==> src/rtl/pc_fetch_pkg.sv <==
// Shared definitions for the instruction-fetch stage: widths, reset address,
// FSM state encoding and the word-alignment helper.
package pc_fetch_pkg;

   localparam int XLEN        = 32;
   localparam int INSTR_BYTES = 4;
   localparam logic [XLEN-1:0] RESET_PC_DEFAULT = 32'h0000_0000;

   // FETCH: a memory request is outstanding. HOLD: no request in flight.
   typedef enum logic {
      S_HOLD  = 1'b0,
      S_FETCH = 1'b1
   } fetch_state_e;

   function automatic logic [XLEN-1:0] align_pc(input logic [XLEN-1:0] pc);
      return {pc[XLEN-1:2], 2'b00};
   endfunction

endpackage

==> src/rtl/pc_fetch_if.sv <==
// Instruction-memory request/acknowledge bus between the fetch stage
// (master) and the memory (slave).
interface pc_fetch_if;
   import pc_fetch_pkg::*;

   logic            imem_req;
   logic [XLEN-1:0] imem_addr;
   logic            imem_ack;
   logic [XLEN-1:0] imem_rdata;

   modport master (output imem_req, imem_addr, input  imem_ack, imem_rdata);
   modport slave  (input  imem_req, imem_addr, output imem_ack, imem_rdata);

endinterface

==> src/rtl/pc_fetch_if_buf.sv <==
// One-entry valid/ready output register feeding decode; a flush hides the
// entry immediately and empties it on the next edge.
module if_buf
   import pc_fetch_pkg::*;
(
   input  logic            clk,
   input  logic            reset,
   input  logic            flush,
   input  logic            load,
   input  logic [XLEN-1:0] load_instr,
   input  logic [XLEN-1:0] load_pc,
   input  logic            ready,
   output logic            valid,
   output logic [XLEN-1:0] instr,
   output logic [XLEN-1:0] pc
);

   logic valid_q;

   assign valid = valid_q & ~flush;

   // NOTE: sequential state uses non-blocking assignments so every register
   // samples the pre-edge values, independent of statement order.
   always_ff @(posedge clk) begin
      if (reset) begin
         valid_q <= 1'b0;
         instr   <= '0;
         pc      <= '0;
      end else if (flush) begin
         valid_q <= 1'b0;
      end else if (load) begin
         valid_q <= 1'b1;
         instr   <= load_instr;
         pc      <= load_pc;
      end else if (valid && ready) begin
         valid_q <= 1'b0;
      end
   end

endmodule

==> src/rtl/pc_fetch.sv <==
// Instruction fetch: keeps one memory request in flight, buffers the returned
// word for decode, and handles redirects by squashing in-flight data.
module pc_fetch
   import pc_fetch_pkg::*;
#(
   parameter logic [XLEN-1:0] RESET_PC = RESET_PC_DEFAULT
) (
   input  logic            clk,
   input  logic            reset,
   input  logic            ena,
   input  logic            pc_wr,
   input  logic [XLEN-1:0] pc_in,
   pc_fetch_if.master      imem,
   output logic            if_valid,
   output logic [XLEN-1:0] if_instr,
   output logic [XLEN-1:0] if_pc,
   input  logic            if_ready,
   output logic            misalign
);

   fetch_state_e    state_q, state_d;
   logic [XLEN-1:0] pc_q;
   logic [XLEN-1:0] target_q;
   logic            squash_q;
   logic            misalign_q;
   logic            req;
   logic            redirect;
   logic            issue;
   logic            accept;
   logic            buf_load;

   assign redirect = pc_wr & ena;
   // A new request may start only if its ack can land in the buffer.
   assign issue    = ena & ~redirect & (~if_valid | if_ready);
   assign accept   = req & imem.imem_ack;
   assign buf_load = accept & ~squash_q & ~redirect;

   always_comb begin
      // NOTE: every output of this block gets a default first, so no path
      // leaves it unassigned and no latch is inferred.
      state_d = state_q;
      req     = 1'b0;
      case (state_q)
         S_HOLD: begin
            if (issue) begin
               req = 1'b1;
               if (!imem.imem_ack) state_d = S_FETCH;
            end
         end
         S_FETCH: begin
            req = 1'b1;
            if (imem.imem_ack) state_d = S_HOLD;
         end
      endcase
      if (reset) req = 1'b0;
   end

   always_ff @(posedge clk) begin
      if (reset) begin
         state_q    <= S_HOLD;
         pc_q       <= RESET_PC;
         target_q   <= RESET_PC;
         squash_q   <= 1'b0;
         misalign_q <= 1'b0;
      end else begin
         state_q    <= state_d;
         misalign_q <= redirect & (pc_in[1:0] != 2'b00);
         if (redirect) begin
            // imem_addr must not move under an unacked request: park the target.
            if (state_q == S_FETCH && !imem.imem_ack) begin
               squash_q <= 1'b1;
               target_q <= align_pc(pc_in);
            end else begin
               squash_q <= 1'b0;
               pc_q     <= align_pc(pc_in);
            end
         end else if (accept) begin
            squash_q <= 1'b0;
            pc_q     <= squash_q ? target_q : pc_q + XLEN'(INSTR_BYTES);
         end
      end
   end

   assign imem.imem_req  = req;
   assign imem.imem_addr = pc_q;
   assign misalign       = misalign_q;

   if_buf u_if_buf (
      .clk        (clk),
      .reset      (reset),
      .flush      (redirect),
      .load       (buf_load),
      .load_instr (imem.imem_rdata),
      .load_pc    (pc_q),
      .ready      (if_ready),
      .valid      (if_valid),
      .instr      (if_instr),
      .pc         (if_pc)
   );

endmodule

==> src/flat_wrapper.sv <==
// flat-port wrapper written by rule: the top's interface ports become plain ports
module pc_fetch_flat import pc_fetch_pkg::*;
#(
   parameter logic [XLEN-1:0] RESET_PC = RESET_PC_DEFAULT
)
  (clk, reset, ena, pc_wr, pc_in, if_valid, if_instr, if_pc, if_ready, misalign, imem_imem_req, imem_imem_addr, imem_imem_ack, imem_imem_rdata);
  pc_fetch_if imem_i ();
  input  logic clk;
  input  logic reset;
  input  logic ena;
  input  logic pc_wr;
  input  logic [XLEN-1:0] pc_in;
  output logic if_valid;
  output logic [XLEN-1:0] if_instr;
  output logic [XLEN-1:0] if_pc;
  input  logic if_ready;
  output logic misalign;
  output wire logic [$bits(imem_i.imem_req)-1:0] imem_imem_req;
  output wire logic [$bits(imem_i.imem_addr)-1:0] imem_imem_addr;
  input wire logic [$bits(imem_i.imem_ack)-1:0] imem_imem_ack;
  input wire logic [$bits(imem_i.imem_rdata)-1:0] imem_imem_rdata;
  assign imem_imem_req = imem_i.imem_req;
  assign imem_imem_addr = imem_i.imem_addr;
  assign imem_i.imem_ack = imem_imem_ack;
  assign imem_i.imem_rdata = imem_imem_rdata;
  pc_fetch #(.RESET_PC(RESET_PC)) u_core (.clk(clk), .reset(reset), .ena(ena), .pc_wr(pc_wr), .pc_in(pc_in), .imem(imem_i), .if_valid(if_valid), .if_instr(if_instr), .if_pc(if_pc), .if_ready(if_ready), .misalign(misalign));
endmodule
==> config.mk <==
export PLATFORM = sky130hd
export DESIGN_NAME = pc_fetch_flat
export DESIGN_NICKNAME = d
export VERILOG_FILES = /design/src/rtl/pc_fetch_pkg.sv /design/src/rtl/pc_fetch_if.sv /design/src/rtl/pc_fetch_if_buf.sv /design/src/rtl/pc_fetch.sv /design/src/flat_wrapper.sv
export SDC_FILE = /design/constraint.sdc
export NUM_CORES = 1
export LEC_CHECK = 0
export CAP_MARGIN = 20
export CORE_AREA = 2 2 119 121
export DETAILED_ROUTE_END_ITERATION = 6
export DIE_AREA = 0 0 121 123
export GPL_ROUTABILITY_DRIVEN = 1
export GPL_TIMING_DRIVEN = 1
export PLACE_DENSITY = 0.82
export SLEW_MARGIN = 20
export SYNTH_ARGS = -nofsm -noshare
export SYNTH_HDL_FRONTEND = slang
export SYNTH_HIERARCHICAL = 1
export SYNTH_SLANG_ARGS = --single-unit
==> constraint.sdc <==
create_clock -name clk -period 3.85 [get_ports clk]
set_input_delay 0.77 -clock clk [delete_from_list [all_inputs] [get_ports clk]]
set_output_delay 0.77 -clock clk [all_outputs]
set_load 0.01 [all_outputs]
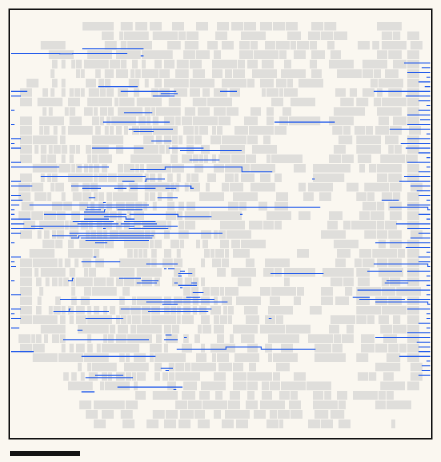
layer_met3.png
Scale bar: 20 um. Cells faint in the background.
main direction: horizontal
share of all routed wire: 8.6%
nets with wire on the layer: 157
Routed WL: 18540 um
GRT met3 Usage: 0.06780
via total after detailed routing: 6281

==> flow_summary.toml <==
# generated from flow reports
[status]
run_status = "finished clean"

[critical_path]
crit_arrival_ps = 2710
cp_slowest_stage_delay_ps = 530
path_buffers = 3
r2r_end = "u_core/imem.imem_addr[9]"
r2r_slack_ps = 1290
crit_type = "primary input to output pin"
cp_max_fo = 7

[timing]
finalHoldViolations = 0
final-max-slew-violation-count = 0
worst_pin_slew_ps = 1135
finalSetupViolations = 0
rsz0062_at_grt = "false"
relSlewSlack = 0.2376
skew_ps = 12.30
finalWorstSetupSlack_ps = 366.8

[floorplanning]
die_area_um2 = 14880
die_y_um = 123
core-area_um2 = 13610
pin_count = 169
std_cell_rows = 43

[yosys]
aoi_share = 0.2150
syn-cell-area_um2 = 6721
flop_cell = "dfxtp_1"
muxShareOfSynthArea = 0.005957
ys_sh_adder = 0.001862
simple_gate_share = 0.3274
ys_area_um2 = 6721
ys_sh_xor = 0.005212

[clocking]
tritoncts = "done"
post_cts_buffers = 0
cts.path.max_buffers = 2
cts_hold_buf = 0
cts.sinks = 128
cts_root_buffer = "clkbuf_16"

[place]
gp_congestion = 0.8956
pre_cts_ws_ps = 370.8
io_buffers = 166
dp_hpwl_um = 12410

[route]
drc = 0
drt-pass1-iter-count = 7
routed.top_layer = "met4"
wl_met1_um = 8229

[power]
power.density_nw_per_um2 = 375.8
p_seq_frac = 0.419
swShare = 0.2339
irDropWorstVdd_mv = 0.2780
power.switching_w = 0.0007877
total_power_w = 0.003368
clock_power_share = 0.466

[run]
warnings = 26
cap_violations = 0

[layout]
area_growth_pct = 33.34
drive_gt1_frac = 0.1264
n_antenna_cell = 0
fin_util = 0.6584

[worst_hold_path]
hp-class = "register to register"
hold_depth = 2

[grt]
grt_pass1_wl_um = 29090
antenna_found_initial = 0
grt_pass1_vias = 5651
grt-ovfl-total = 0
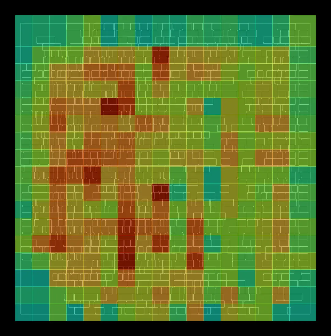
congestion.png
GRT Overall Usage: 0.2485
DR WL/cell: 16.89 um
met1 Track Usage GR: 0.3308

[flip-flops by register name, indices dropped and copies added (netlist names)]
| name | flops |
|---|---|
| u_core/u_if_buf/instr | 32 |
| u_core/u_if_buf/pc | 32 |
| u_core/imem.imem_addr | 30 |
| u_core/target_q | 30 |
| u_core/misalign | 1 |
| u_core/squash_q | 1 |
| u_core/state_q | 1 |
| u_core/u_if_buf/valid_q | 1 |
[cell type report]
class | count | area (um2)
well taps | 180 | 225.2
inverters | 9 | 33.78
clock buffers | 25 | 495.5
repair buffers | 183 | 1812
multi-input cells | 567 | 3754
fillers | 1178 | 4649
flip-flops and latches | 128 | 2562
clock inverters | 6 | 80.08
[cell usage in the layout (no fill, tap or decap), types with 5 or more instances in the layout]
master / count
or4_1: 6
and3_1: 13
o211ai_1: 6
nand4bb_1: 64
clkbuf_16: 17
a211oi_1: 6
nor2_1: 25
clkdlybuf4s50_1: 165
o21ai_2: 60
and2_1: 5
nand3_1: 16
o21ai_0: 26
o41ai_1: 5
inv_1: 7
nand4_1: 12
nand2b_1: 67
a22oi_1: 7
nor3_1: 17
o21ai_1: 5
o31ai_1: 8
nand2_1: 100
dfxtp_1: 128
a22o_1: 9
or3_1: 6
buf_4: 16
a21oi_1: 46
[through the flow]
step           cell area, um2  hold WS [ps]  cells
2_1_floorplan            6733         432.0    766
3_3_place_gp             8387         438.2   1067
3_5_place_dp             8387         442.3   1067
4_1_cts                  8962         450.0   1098
5_1_grt                  8962         469.2   1098
6_report                 8962         451.4   1098
[layer usage]
layer / global-route usage / vias to the layer above
li1: - / 3070
met4: 0.08866 / 0
met1: 0.3308 / 2883
met3: 0.06780 / 33
met2: 0.3880 / 295
met5: 0 / -
[cells in the mapped netlist (all sizes together) (4+ instances only)]
master | count | share of area
dfxtp | 128 | 0.38
o21ai | 91 | 0.10
or4 | 6 | 0.0067
nand2 | 100 | 0.056
o211ai | 6 | 0.0067
clkbuf | 28 | 0.016
buf | 34 | 0.042
mux2i | 4 | 0.0060
a22oi | 7 | 0.0078
a22o | 9 | 0.012
a21oi | 47 | 0.036
o31ai | 8 | 0.0089
or3 | 6 | 0.0056
and2 | 5 | 0.0047
and3 | 14 | 0.013
nand3 | 18 | 0.015
and4 | 4 | 0.0052
nor2 | 25 | 0.014
inv | 9 | 0.0050
nand4 | 12 | 0.011
nor3 | 18 | 0.014
nand2b | 67 | 0.062
a31oi | 4 | 0.0037
a211oi | 6 | 0.0067
nor2b | 5 | 0.0050
o41ai | 5 | 0.0065
nand4bb | 64 | 0.11
[cells by family after synthesis]
| family | count (synthesis) |
|---|---|
| and+or+nand+nor | 351 |
| AOI/OAI and AO/OA | 203 |
| xor gates and xnor gates | 4 |
| buffers and inverters | 71 |
| adders and majority gates | 1 |
| muxes | 4 |
| DFF | 128 |
| other | 1 |
[how the worst max path moves through the flow]
stage | depth (start not counted) | startpoint | slack (ps) | end
after floorplan | 14 | pc_wr | 560 | u_core/u_if_buf/pc[4]
after detailed placement | 8 | ena | 370 | imem_imem_req
after CTS | 8 | ena | 380 | imem_imem_req
after global routing | 8 | ena | 270 | imem_imem_req
final | 8 | ena | 370 | imem_imem_req
after global placement | 8 | ena | 470 | imem_imem_req
